==> config.mk <==
export PLATFORM = sky130hd
export DESIGN_NAME = hr_prbs16_gen
export DESIGN_NICKNAME = d
export VERILOG_FILES = /design/src/rtl/hr_prbs16_gen.sv
export SDC_FILE = /design/constraint.sdc
export NUM_CORES = 1
export LEC_CHECK = 0
export CORE_MARGIN = 2
export CORE_UTILIZATION = 45
export CTS_CLUSTER_SIZE = 40
export DETAILED_ROUTE_END_ITERATION = 10
export GPL_ROUTABILITY_DRIVEN = 0
export PLACE_DENSITY = 0.7
export SETUP_SLACK_MARGIN = 0.05
export SLEW_MARGIN = 30
export SYNTH_ARGS = -nofsm -noshare
export SYNTH_HDL_FRONTEND = slang
export SYNTH_SLANG_ARGS = --single-unit
export TNS_END_PERCENT = 100
==> constraint.sdc <==
create_clock -name clk_prbs -period 4.4 [get_ports clk_prbs]
set_input_delay 0.88 -clock clk_prbs [delete_from_list [all_inputs] [get_ports clk_prbs]]
set_output_delay 0.88 -clock clk_prbs [all_outputs]
set_load 0.01 [all_outputs]
### Pin placement

Scale: 4 px per um. Pins as bars across the die edge, other pins in grey.
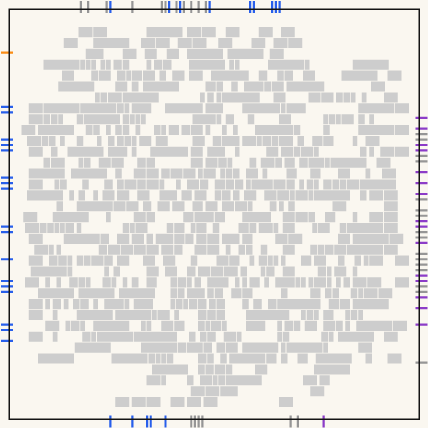
| colour | port | pins | direction | edge |
|---|---|---|---|---|
| purple | dout | 16 | output | 15 east, 1 south |
| orange | clk_prbs | 1 | input | west |
| blue | seed | 31 | input | 17 west, 9 north, 5 south |
all pins by edge: 31 east, 20 north, 18 west, 12 south
I/O Buffers: 80
DIE HEIGHT: 102 um
die width: 102 um

### I/O nets highlighted

Scale: 3 px per um.
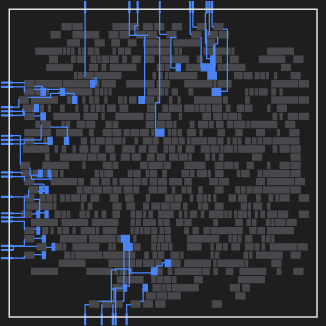
| colour | port | bits | direction | end cells | buffers | wire |
|---|---|---|---|---|---|---|
| blue | seed | 31 | input | 32 | 31 | 585 um |
I/O pins: 81

==> Slide: Implementation Results <==
Implementation Results

Clock tree
  – Post-CTS Resized: 0
  – Skew-Pair Late Insertion Delay: 0.35 ns
  – Sink Count: 60
  – CTS tree: yes
  – CTS buffer count: 9
  – Clock buffer depth: 2
  – CTS root buf: clkbuf_8
  – Post-CTS Hold Fix Bufs: 0

Finish
  – Final clock-cell share: 0.0423
  – Clock buf count: 11
  – Commonest Layout Cell: clkdlybuf4s50_1
  – Max reg flops: 31
  – Filler cell count: 859
  – Area growth from synthesis to layout: 26.3%
  – Top cells excl fill/tap: 79 x clkdlybuf4s50_1, 62 x nand2_1, 54 x nor2_1, 53 x dfrtp_1, 49 x o21ai_0
  – Comb/total area: 0.481
  – # nets final: 662
  – Finished Cell Area: 5470 sq um
  – Seq Cell Count: 60
  – Final Util: 0.589
  – Diode count: 0
  – Flop share of the area: 0.276
  – Buffers excl. clock: 93
  – Comb. cell area: 2630 sq um
  – Inverter count: 11
  – Register area: 1510 sq um
  – Number of logic gates: 426

Global routing
  – Antenna violations before repair: 0
  – Global-route wire length before repair: 21.3 mm
  – Vias in the first global route: 4008
  – Largest net degree at the start of global routing: 47
  – Grt ovf: 0

Power
  – Maximum vdd drop: 0.179 mV
  – Pleak: 2.27 nW

Critical path
  – Crit. End Element: register
  – Crit path DAT: 4.13 ns
  – Worst path max stage delay: 0.81 ns
  – CP Max Fanout: 23
  – CP Class: reg -> reg
  – R2R setup slack: 0.56 ns
  – Slowest CP cell: dfrtp_1
  – Launching element type of the critical path: register

Logic synthesis
  – Top cells by area: dfrtp_1 31%, xnor2_1 8.3%, xor2_1 5.9%
  – Yosys chip area: 4330 sq um
  – Comb area leader: AND-OR/OR-AND gates
  – Async S/R FF share, synth: 1.00
  – Seq share, synth: 0.349
  – Ao+oa area frac: 0.243
  – Synth warnings: 0
  – Gate Count Post-Synth: 538
  – Synth Area in XOR/XNOR: 0.142
  – Dominant cell area share: 0.306
  – Netlist Area Pre-Place: 4330 sq um
  – Avg Synthesized Cell Area: 8.05 sq um
  – Synth area leader: dfrtp_1
  – Post-synth EDFFs: 0
  – Commonest flop: dfrtp_1
  – Synth Register Bits: 60

Run
  – Max-cap violations: 0
  – Log Warnings: 26

Status
  – Run status: finished clean

Detailed routing
  – Residual DRC: 0
  – Wire length per cell: 18.3 um
  – First DRT Iteration DRCs: 581
  – Post-route ant nets: 0
  – 1st-pass router iterations: 6
  – Vias/cell: 5.95
  – Routed WL: 13.4 mm

Placement
  – Cell Count Post-Placement: 719
  – Cell Area, Placed: 5230 sq um

STA
  – Minimum clock period: 3.84 ns
  – Worst slew pin tran: 0.718 ns
  – RSZ-0062 raised after global routing: false
  – Relative slew slack: 0.522
  – Setup ws final: 0.555 ns
  – Final Hold Vio Count: 0
  – Final Max Tran Viols: 0
  – Setup TNS Final: 0 ns
  – Hold_ws: 0.483 ns

Die
  – Fp_density: 0.466
  – Tap Cells: 129
  – Row cnt: 35
  – Die area: 10400 sq um

Min path
  – Hold Path Cell Cnt: 2
  – Worst Hold Class: reg -> reg
==> per-layer routing <==
metal | track usage | wire (um) | part of all wire
met1 | 0.375 | 5870 | 0.44
met2 | 0.397 | 5830 | 0.43
met3 | 0.0499 | 1210 | 0.090
met4 | 0.115 | 523 | 0.039
met5 | 0 | 0 | 0
==> critical path, delay by kind of cell (launching register included) <==
kind,cells,cell delay (ns)
DFF,1,0.81
AOI/OAI and AO/OA,5,1.53
adders and majority gates,1,0.33
and+or+nand+nor,2,0.28
muxes,1,0.27
buffers and inverters,1,0.21
xor gates and xnor gates,2,0.36
==> report_power, final <==
part	switching, W	leakage, nW	internal [W]
registers	0.000103	0.745	0.000649
logic	0.000338	1.40	0.000336
clock network	0.000228	0.117	0.000375
Power figures rest on the tool's default switching activity, not on a simulated workload.
